## src/rtl/bv_decode_pack.sv

```systemverilog
// bv_decode_pack: threshold-decodes N noisy BV-FHE plaintext coefficients
// (one per accepted beat) into message bits and packs them into one word.
//
// Ports:
//   clk               rising-edge clock
//   rst               synchronous active-high reset
//   start             pulse; begins a decode pass from IDLE or DONE
//   coef_in           residue for coefficient index cnt
//   coef_valid        coef_in valid this cycle
//   coef_ready        block accepts coef_in (high only in COLLECT)
//   recovered_message decoded bits, bit i from coefficient i
//   done              level, high once all N coefficients are decoded
//   busy              high while collecting
//   range_err         sticky; a coefficient >= Q arrived this pass
module bv_decode_pack #(
    parameter int N       = 512,
    parameter int Q_WIDTH = 16,
    parameter int Q       = 12289
) (
    input  logic               clk,
    input  logic               rst,
    input  logic               start,
    input  logic [Q_WIDTH-1:0] coef_in,
    input  logic               coef_valid,
    output logic               coef_ready,
    output logic [N-1:0]       recovered_message,
    output logic               done,
    output logic               busy,
    output logic               range_err
);

    localparam int CW = $clog2(N);
    localparam int LO = Q / 4;
    localparam int HI = (3 * Q) / 4;

    localparam logic [Q_WIDTH-1:0] Q_C  = Q_WIDTH'(Q);
    localparam logic [Q_WIDTH-1:0] LO_C = Q_WIDTH'(LO);
    localparam logic [Q_WIDTH-1:0] HI_C = Q_WIDTH'(HI);
    localparam logic [CW-1:0]      LAST = CW'(N - 1);

    typedef enum logic [1:0] {
        S_IDLE,
        S_COLLECT,
        S_DONE
    } state_t;

    state_t state, state_nxt;

    logic [CW-1:0]      cnt;
    logic [Q_WIDTH-1:0] coef_adj;
    logic               coef_oor;
    logic               coef_bit;
    logic               accept;
    logic               last_beat;

    // Single conditional reduction: inputs >= 2Q stay out of range
    // after one subtraction and are decoded as they come out.
    always_comb begin
        coef_oor = (coef_in >= Q_C);
        coef_adj = coef_oor ? (coef_in - Q_C) : coef_in;
        coef_bit = (coef_adj > LO_C) && (coef_adj <= HI_C);
    end

    assign accept    = coef_valid && coef_ready;
    assign last_beat = (cnt == LAST);

    always_ff @(posedge clk) begin
        if (rst) begin
            state <= S_IDLE;
        end else begin
            state <= state_nxt;
        end
    end

    always_comb begin
        state_nxt  = state;
        coef_ready = 1'b0;
        busy       = 1'b0;
        unique case (state)
            S_IDLE: begin
                if (start) begin
                    state_nxt = S_COLLECT;
                end
            end
            S_COLLECT: begin
                coef_ready = 1'b1;
                busy       = 1'b1;
                if (coef_valid && last_beat) begin
                    state_nxt = S_DONE;
                end
            end
            S_DONE: begin
                if (start) begin
                    state_nxt = S_COLLECT;
                end
            end
            default: begin
                state_nxt = S_IDLE;
            end
        endcase
    end

    always_ff @(posedge clk) begin
        if (rst) begin
            cnt               <= '0;
            recovered_message <= '0;
            done              <= 1'b0;
            range_err         <= 1'b0;
        end else begin
            unique case (state)
                S_IDLE, S_DONE: begin
                    if (start) begin
                        cnt               <= '0;
                        recovered_message <= '0;
                        done              <= 1'b0;
                        range_err         <= 1'b0;
                    end
                end
                S_COLLECT: begin
                    if (accept) begin
                        recovered_message[cnt] <= coef_bit;
                        if (coef_oor) begin
                            range_err <= 1'b1;
                        end
                        if (last_beat) begin
                            cnt  <= '0;
                            done <= 1'b1;
                        end else begin
                            cnt <= cnt + 1'b1;
                        end
                    end
                end
                default: begin
                    cnt <= '0;
                end
            endcase
        end
    end

endmodule

```

## config.mk

```make
export PLATFORM = sky130hd
export DESIGN_NAME = bv_decode_pack
export DESIGN_NICKNAME = d
export VERILOG_FILES = /design/src/rtl/bv_decode_pack.sv
export SDC_FILE = /design/constraint.sdc
export NUM_CORES = 1
export LEC_CHECK = 0
export CAP_MARGIN = 25
export CORE_ASPECT_RATIO = 1.1
export CORE_MARGIN = 2
export CORE_UTILIZATION = 30
export DETAILED_ROUTE_END_ITERATION = 8
export GPL_TIMING_DRIVEN = 0
export PLACE_DENSITY = 0.51
export SYNTH_ARGS = -nofsm -noshare
export SYNTH_HDL_FRONTEND = slang
export SYNTH_SLANG_ARGS = --single-unit
```

## constraint.sdc

```tcl
create_clock -name clk -period 9.8 [get_ports clk]
set_input_delay 1.96 -clock clk [delete_from_list [all_inputs] [get_ports clk]]
set_output_delay 1.96 -clock clk [all_outputs]
set_load 0.02 [all_outputs]
```

==> images/placement.png <==
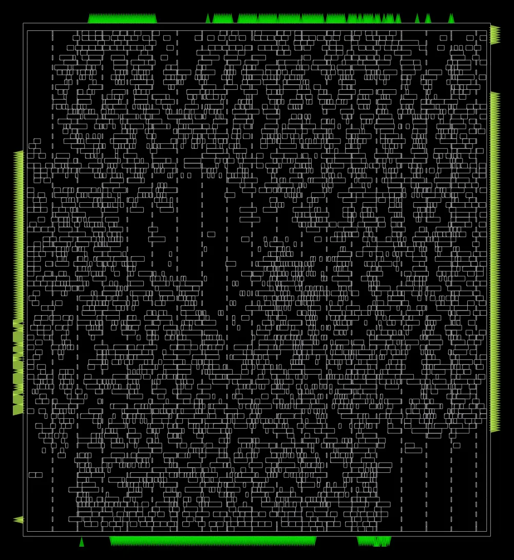
non-filler cells, final: 4212
final core utilization: 42.8%
n_taps: 936
Placeable Area: 70600 um^2
Fillers: 6968

==> images/clk_routes.png <==
Scale bar: 100 um.
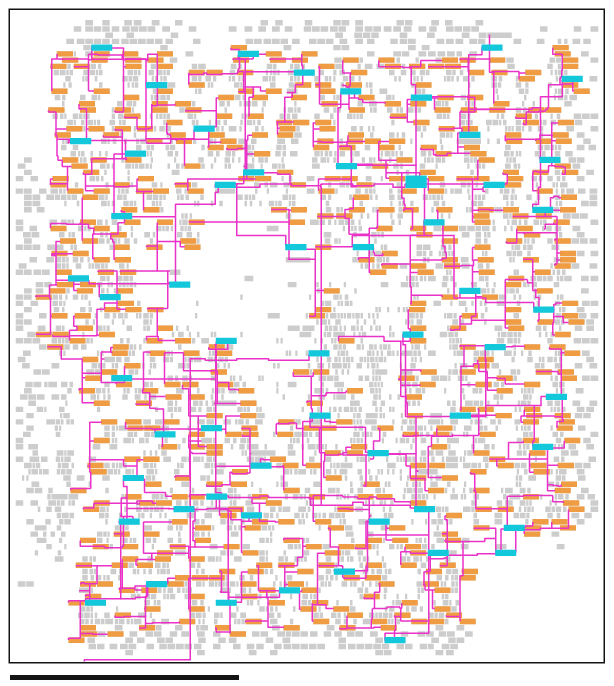
legend:
  clock wires:
    colour: magenta
    length: 7540 um
  flip-flops:
    colour: orange
    count: 525
  clock drivers:
    colour: cyan
    count: 58
flops lie: widely spread
routed clock nets: 59

==> results.cfg <==
; yosys + openroad results
[sta]
rsz0062_at_grt = no
fmax_mhz = 167
slew-limit-headroom_pct = 18.7
tightestPinTransition_ns = 1.22
fin_crit_sh_pct = 61.1
whs_ns = 0.470

[global_routing]
top_usage_layer = met2
overflow = 0
grt_pass1_wl_um = 162000
grt_max_degree = 15

[synth]
top_area_share_pct = 49.0
ys_seq_share_pct = 49.0
yosysTopAreaCell = dfxtp_1
logic_family = simple AND/OR/NAND/NOR gates
top_cell = nand2_1
area_leaders = dfxtp_1 49%, o31ai_1 18%, nand3_1 12%, nand2_1 10%, clkbuf_1 4.4%
async_reset_ff_share_pct = 0
yosysUniqueCellTypes = 50
synth_cells = 2618

[setup_path]
cp_data_required_time_ns = 10.26
path_cells = clkdlybuf4s50_1 > inv_1 > ha_1 > nor4_1 > nand4_1 > a21o_1 > a2111oi_2 > a31oi_1 > a211oi_4 > buf_2 > buf_2 > o31ai_1
cp_common_cell = buf_2
reg2reg_to = recovered_message[267]$_SDFFE_PP0P_
crit_fanout = 10
startpoint = coef_in[1]
cp-end-kind = register
r2r-start = state[1]$_SDFFE_PP0P_

[clocking]
cts_buffers = 58
ctsHoldBuffers = 0
insertion_delay_ns = 0.64
clk_pin_slew_ns = 0.06
clock_path_buffers = 3
cts_resized = 0
cts-root-buf = clkbuf_16

[pwr]
pwr-share-comb_pct = 5.9
powerDensity_nw_per_um2 = 156
p_clk_share_pct = 48.7
p_comb_mw = 0.279
swShare_pct = 24.9
leakagePower_nw = 9.21
p_switching_mw = 1.17
powerClk_mw = 2.29

[routing]
top_layer = met4
vias_per_cell = 5.70
ant_nets = 0
wl_met1_um = 46200
wl_met3_um = 9950
route.met2.wl_um = 54200
post_drt_wl_per_cell_um = 27.7

[status]
outcome = completed

[layout]
ff_count = 525
drive_gt1_share_pct = 5.47
logic_gate_count = 1781
nonClkBufAreaFrac_pct = 22.7
largest_class = sequential cells

[floorplanning]
die_width_um = 259
io_pins = 536
die_area_um2 = 73600

[placement]
numPortBuffers = 533

[hold_path]
min_to = recovered_message[415]$_SDFFE_PP0P_
hold_depth = 2

[run]
log.warning_count = 30
Power figures rest on the tool's default switching activity, not on a simulated workload.
